==> src/rtl/counter_enable_ctrl_if.sv <==
// Button inputs and counter-enable outputs of counter_enable_ctrl.
// master drives the buttons; slave is the controller itself.
interface counter_enable_ctrl_if;
    logic       btn_run;
    logic       btn_step;
    logic       enable;
    logic [1:0] mode;
    logic       running;

    modport master (
        output btn_run,
        output btn_step,
        input  enable,
        input  mode,
        input  running
    );

    modport slave (
        input  btn_run,
        input  btn_step,
        output enable,
        output mode,
        output running
    );
endinterface

==> src/rtl/counter_enable_ctrl.sv <==
// Run/step control for counter_4bit_up: synchronizes and debounces two
// buttons, runs an IDLE/RUN/STEP FSM and emits a prescaled count enable.
module counter_enable_ctrl #(
    parameter int DEBOUNCE_CYCLES = 4,
    parameter int PRESCALE        = 4
) (
    input  logic          clock,
    input  logic          reset,
    counter_enable_ctrl_if.slave bus
);

    localparam int DW = $clog2(DEBOUNCE_CYCLES + 1);
    localparam int PW = (PRESCALE > 1) ? $clog2(PRESCALE) : 1;
    localparam logic [DW-1:0] DB_MAX = DW'(DEBOUNCE_CYCLES);
    localparam logic [PW-1:0] PS_MAX = PW'(PRESCALE - 1);

    typedef enum logic [1:0] {
        IDLE = 2'b00,
        RUN  = 2'b01,
        STEP = 2'b10
    } state_e;

    // bit 0 = run button, bit 1 = step button
    logic [1:0]    sync1_q;
    logic [1:0]    sync2_q;
    logic [1:0]    lvl_q;
    logic [1:0]    lvl_d;
    logic [1:0]    lvl_prev_q;
    logic [DW-1:0] db_cnt_q [2];
    logic [DW-1:0] db_cnt_d [2];
    logic [1:0]    press;
    state_e        state_q;
    state_e        state_d;
    logic [PW-1:0] presc_q;
    logic [PW-1:0] presc_d;

    // Two-flop synchronizers and the previous debounced level for edge detect
    always_ff @(posedge clock or posedge reset) begin
        if (reset) begin
            sync1_q    <= '0;
            sync2_q    <= '0;
            lvl_prev_q <= '0;
        end else begin
            sync1_q    <= {bus.btn_step, bus.btn_run};
            sync2_q    <= sync1_q;
            lvl_prev_q <= lvl_q;
        end
    end

    // Debounce: flip the level once the sample has disagreed long enough
    always_comb begin
        for (int i = 0; i < 2; i++) begin
            lvl_d[i]    = lvl_q[i];
            db_cnt_d[i] = '0;
            if (sync2_q[i] != lvl_q[i]) begin
                if (db_cnt_q[i] == DB_MAX) begin
                    lvl_d[i] = ~lvl_q[i];
                end else begin
                    db_cnt_d[i] = db_cnt_q[i] + 1'b1;
                end
            end
        end
    end

    // Press is a one-cycle pulse on a rising debounced level only
    assign press = lvl_q & ~lvl_prev_q;

    // Mode FSM; a run press wins over a simultaneous step press
    always_comb begin
        state_d = state_q;
        unique case (state_q)
            IDLE: begin
                if (press[0]) begin
                    state_d = RUN;
                end else if (press[1]) begin
                    state_d = STEP;
                end
            end
            RUN: begin
                if (press[0]) begin
                    state_d = IDLE;
                end
            end
            STEP:    state_d = IDLE;
            default: state_d = IDLE;
        endcase
    end

    // Prescaler counts only while staying in RUN, so each entry restarts it
    always_comb begin
        presc_d = '0;
        if (state_q == RUN && state_d == RUN) begin
            presc_d = (presc_q == PS_MAX) ? '0 : presc_q + 1'b1;
        end
    end

    // State, prescaler and debounce registers
    always_ff @(posedge clock or posedge reset) begin
        if (reset) begin
            state_q     <= IDLE;
            presc_q     <= '0;
            lvl_q       <= '0;
            db_cnt_q[0] <= '0;
            db_cnt_q[1] <= '0;
        end else begin
            state_q     <= state_d;
            presc_q     <= presc_d;
            lvl_q       <= lvl_d;
            db_cnt_q[0] <= db_cnt_d[0];
            db_cnt_q[1] <= db_cnt_d[1];
        end
    end

    assign bus.mode    = state_q;
    assign bus.running = (state_q == RUN);
    assign bus.enable  = (state_q == RUN && presc_q == PS_MAX) ||
                         (state_q == STEP);

endmodule

==> src/flat_wrapper.sv <==
// flat-port wrapper written by rule: the top's interface ports become plain ports
module counter_enable_ctrl_flat 
#(
    parameter int DEBOUNCE_CYCLES = 4,
    parameter int PRESCALE        = 4
)
  (clock, reset, bus_btn_run, bus_btn_step, bus_enable, bus_mode, bus_running);
  counter_enable_ctrl_if bus_i ();
  input  logic clock;
  input  logic reset;
  input wire logic [$bits(bus_i.btn_run)-1:0] bus_btn_run;
  input wire logic [$bits(bus_i.btn_step)-1:0] bus_btn_step;
  output wire logic [$bits(bus_i.enable)-1:0] bus_enable;
  output wire logic [$bits(bus_i.mode)-1:0] bus_mode;
  output wire logic [$bits(bus_i.running)-1:0] bus_running;
  assign bus_i.btn_run = bus_btn_run;
  assign bus_i.btn_step = bus_btn_step;
  assign bus_enable = bus_i.enable;
  assign bus_mode = bus_i.mode;
  assign bus_running = bus_i.running;
  counter_enable_ctrl #(.DEBOUNCE_CYCLES(DEBOUNCE_CYCLES), .PRESCALE(PRESCALE)) u_core (.clock(clock), .reset(reset), .bus(bus_i));
endmodule
==> config.mk <==
export PLATFORM = sky130hd
export DESIGN_NAME = counter_enable_ctrl_flat
export DESIGN_NICKNAME = d
export VERILOG_FILES = /design/src/rtl/counter_enable_ctrl_if.sv /design/src/rtl/counter_enable_ctrl.sv /design/src/flat_wrapper.sv
export SDC_FILE = /design/constraint.sdc
export NUM_CORES = 1
export LEC_CHECK = 0
export CAP_MARGIN = 15
export CORE_MARGIN = 2
export CORE_UTILIZATION = 49
export DETAILED_ROUTE_END_ITERATION = 10
export PLACE_DENSITY = 0.71
export SLEW_MARGIN = 20
export SYNTH_ARGS = -nofsm -noshare
export SYNTH_HDL_FRONTEND = slang
export SYNTH_SLANG_ARGS = --single-unit
==> constraint.sdc <==
create_clock -name clock -period 1.6 [get_ports clock]
set_input_delay 0.16 -clock clock [delete_from_list [all_inputs] [get_ports clock]]
set_output_delay 0.16 -clock clock [all_outputs]
set_load 0.02 [all_outputs]
### M3 wires

Scale: 6 px per um. Cells faint in the background.
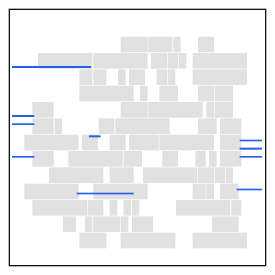
share of all routed wire = 4.7%
wire length on this layer = 48.3 um
nets with wire on the layer = 9
main direction = horizontal
M3 GR Usage: 3.88%
DRT Wirelength: 1.02 mm

### Floorplan with the power grid

Scale: 10 px per um. Pins as bars on the die edge. Tap cells in grey.
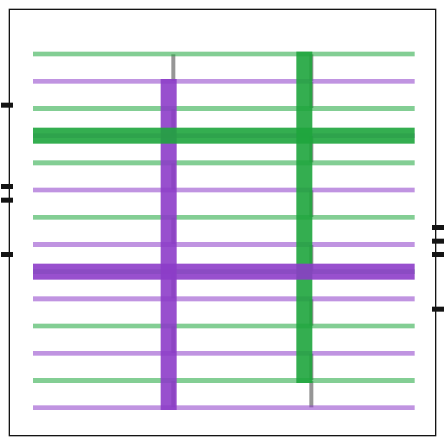
VDD -> green
VSS -> purple
met4 straps = 2
rows = 13

==> reports/results.ini <==
[pwr]
power.group.top=sequential cells
max-vdd-ir-drop_mv=1.07
pg_comb_uw=548
power_frac_seq_pct=45.9
p_leak_uw=0.000423
power_density_nw_per_um2=1730
p_clk_uw=269
pg_seq_uw=693
p_comb_share_pct=36.3
clkPwrFrac_pct=17.8
p_sw_share_pct=32.4
p_int_uw=1020
p_sw_uw=489
p_total_uw=1510

[yosys]
synth.top_cells.by_area=dfrtp_1 (62%), ha_1 (8.6%), inv_1 (3.6%), xnor2_1 (3.6%), mux2_2 (3.1%)
syn-instance-count=59
yosysCellCount=59
syn_area_per_cell_um2=12.3
edf_count=0
yosys.area_share.adder_pct=8.62
ys_seq_elements=18
async_reset_ff_share_pct=100
synth_area_um2=726
top_area_share_pct=62.1
yosys_most_used_dff=dfrtp_1
yosys_warnings=0
ys_sh_mux_pct=4.48
synthXorXnorAreaFrac_pct=3.62
netlist.top_cell.by_area=dfrtp_1
simple_gate_share_pct=15.5
synth-seq-area-share_pct=62.1
yosysUniqueCellTypes=18
synth.net_count=68
ys_top_logic_family=simple AND/OR/NAND/NOR gates
ys_sh_aoi_pct=2.07
yosys_area_um2=726
yosysMostFrequentCell=dfrtp_1
common_cells=dfrtp_1 (18), inv_1 (7), ha_1 (5), nand2_1 (4), nor2_1 (4)

[drt]
highest_layer=met4
ant_nets=0
routedWlPerCell_um=11.6
wl_met3_um=48
drt-initial-drc-count=1
detail_route.first_pass.iterations=3
wl_met1_um=483
wl_met2_um=479
viasPerCell=4.94
drc_errors=0

[timing]
relSlewSlack_pct=80.1
period_used_pct=94.1
worst_pin_slew_ps=297
fin_ws_ps=94.7
finalHoldViolCount=0
min_period_ps=1510
finClkSkew_ps=0.451
drv_slew=0
setup_viol=0
fmax_ghz=0.664

[grt]
grtUsageMet1_pct=17.9
grt_pass1_vias=450
track_usage_pct=14.1
grt_start_max_net_pins=12
top_usage_layer=met2
overflow=0
grt_pass1_wl_mm=1.87
antenna_found_initial=0

[clock_tree]
clock-root-buffer=clkbuf_4
clk_path_buf_depth=2
numClockSinks=18
cts.repair.resized=2
clk_latency_ps=290
ctsHoldBuffers=0
post_cts_buffers=0
clk_pin_slew_ps=90
cts_made_buffers=3
htree_levels=1
cts_tree=built

[cells_and_area]
inv_count=7
area.growth.synth_to_final_pct=20.2
area_dominant_class=registers
combGateArea_um2=249
largest_register=u_core.db_cnt_q
seq_cells=18
fillCellCount=123
clock_area_share_pct=4.16
drive_above_1_share_pct=15.1
fin_nets=83
final_layout_top_logic_cell=dfrtp_1
seq_area_share_pct=51.6
n_clock_buffer=4
seq_area_um2=450
design_area_um2=872
lay_top_cells=dfrtp_1 (18), inv_1 (7), ha_1 (5), clkdlybuf4s50_1 (5)
comb_share_pct=28.6
comb_cells=34
signal_buffers=10
n_antenna_cell=0
largest_reg_flops=6
buffer_area_share_pct=10.5

[setup_path]
endpoint=bus_enable
worstPathRequired_ps=1440
path_depth=4
crit_slowest_cell=dfrtp_1
crit_fanout=5
end_kind=output port
cp-start-kind=flip-flop
critPathMaxStageDelay_ps=430
r2r_cells=4
timing.rr.start=u_core.db_cnt_q[0]$_DFF_PP0_
crit_path_start=u_core.bus.mode[0]$_DFF_PP0_
r2r_slack_ps=440
rr_endpoint=u_core.lvl_q[1]$_DFFE_PP0P_
critical_path.top_delay_family=flip-flops
path_cells=and2b_2 > nand2_1 > o21ai_0 > clkdlybuf4s15_1
worstPathArrival_ps=1350
crit_type=reg -> out
path_buffers=1

[floorplanning]
die_y_um=42.5
core_um2=1350
dieArea_um2=1800
die_w_um=42.5
io_pins=8
n_tap_cell=15
fp_util_pct=53.8
row_count=13

[place]
gp_congestion=0.733
dpl.hpwl_um=758
placed_area_um2=830
dp_worst_setup_slack_ps=118
portBuffers=7

[min_path]
hp-class=in -> async

[job]
cap_viol_max_count=0
warnings=28

[status]
outcome=finished clean

### The metal 2 layer

Scale: 6 px per um.
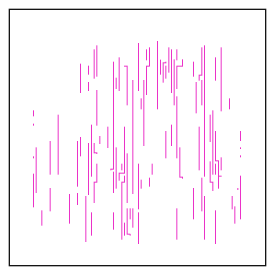
longest straight run = 21.8 um
share of all routed wire = 47%
wire length on this layer = 479 um
main direction = vertical
vias: 435
met2 Use GR: 20.9%

-- worst reg2reg max path: stages (launching register included) --
cell     delay [ps]
dfrtp_1         390
inv_1            50
ha_1            200
nand2_1          90
mux2_2          330
-- per-stage QoR --
| step | hold slack (ps) | cells | setup TNS (ps) | utilization [%] |
|---|---|---|---|---|
| after CTS | 99.5 | 87 | 0 | 63.9 |
| after global routing | 128 | 88 | -6.01 | 64.6 |
| final | 98.0 | 88 | 0 | 64.6 |
| after detailed placement | 336 | 83 | 0 | 61.4 |
| after global placement | 332 | 83 | 0 | 61.4 |
| after floorplan | 98.6 | 59 | 0 | - |
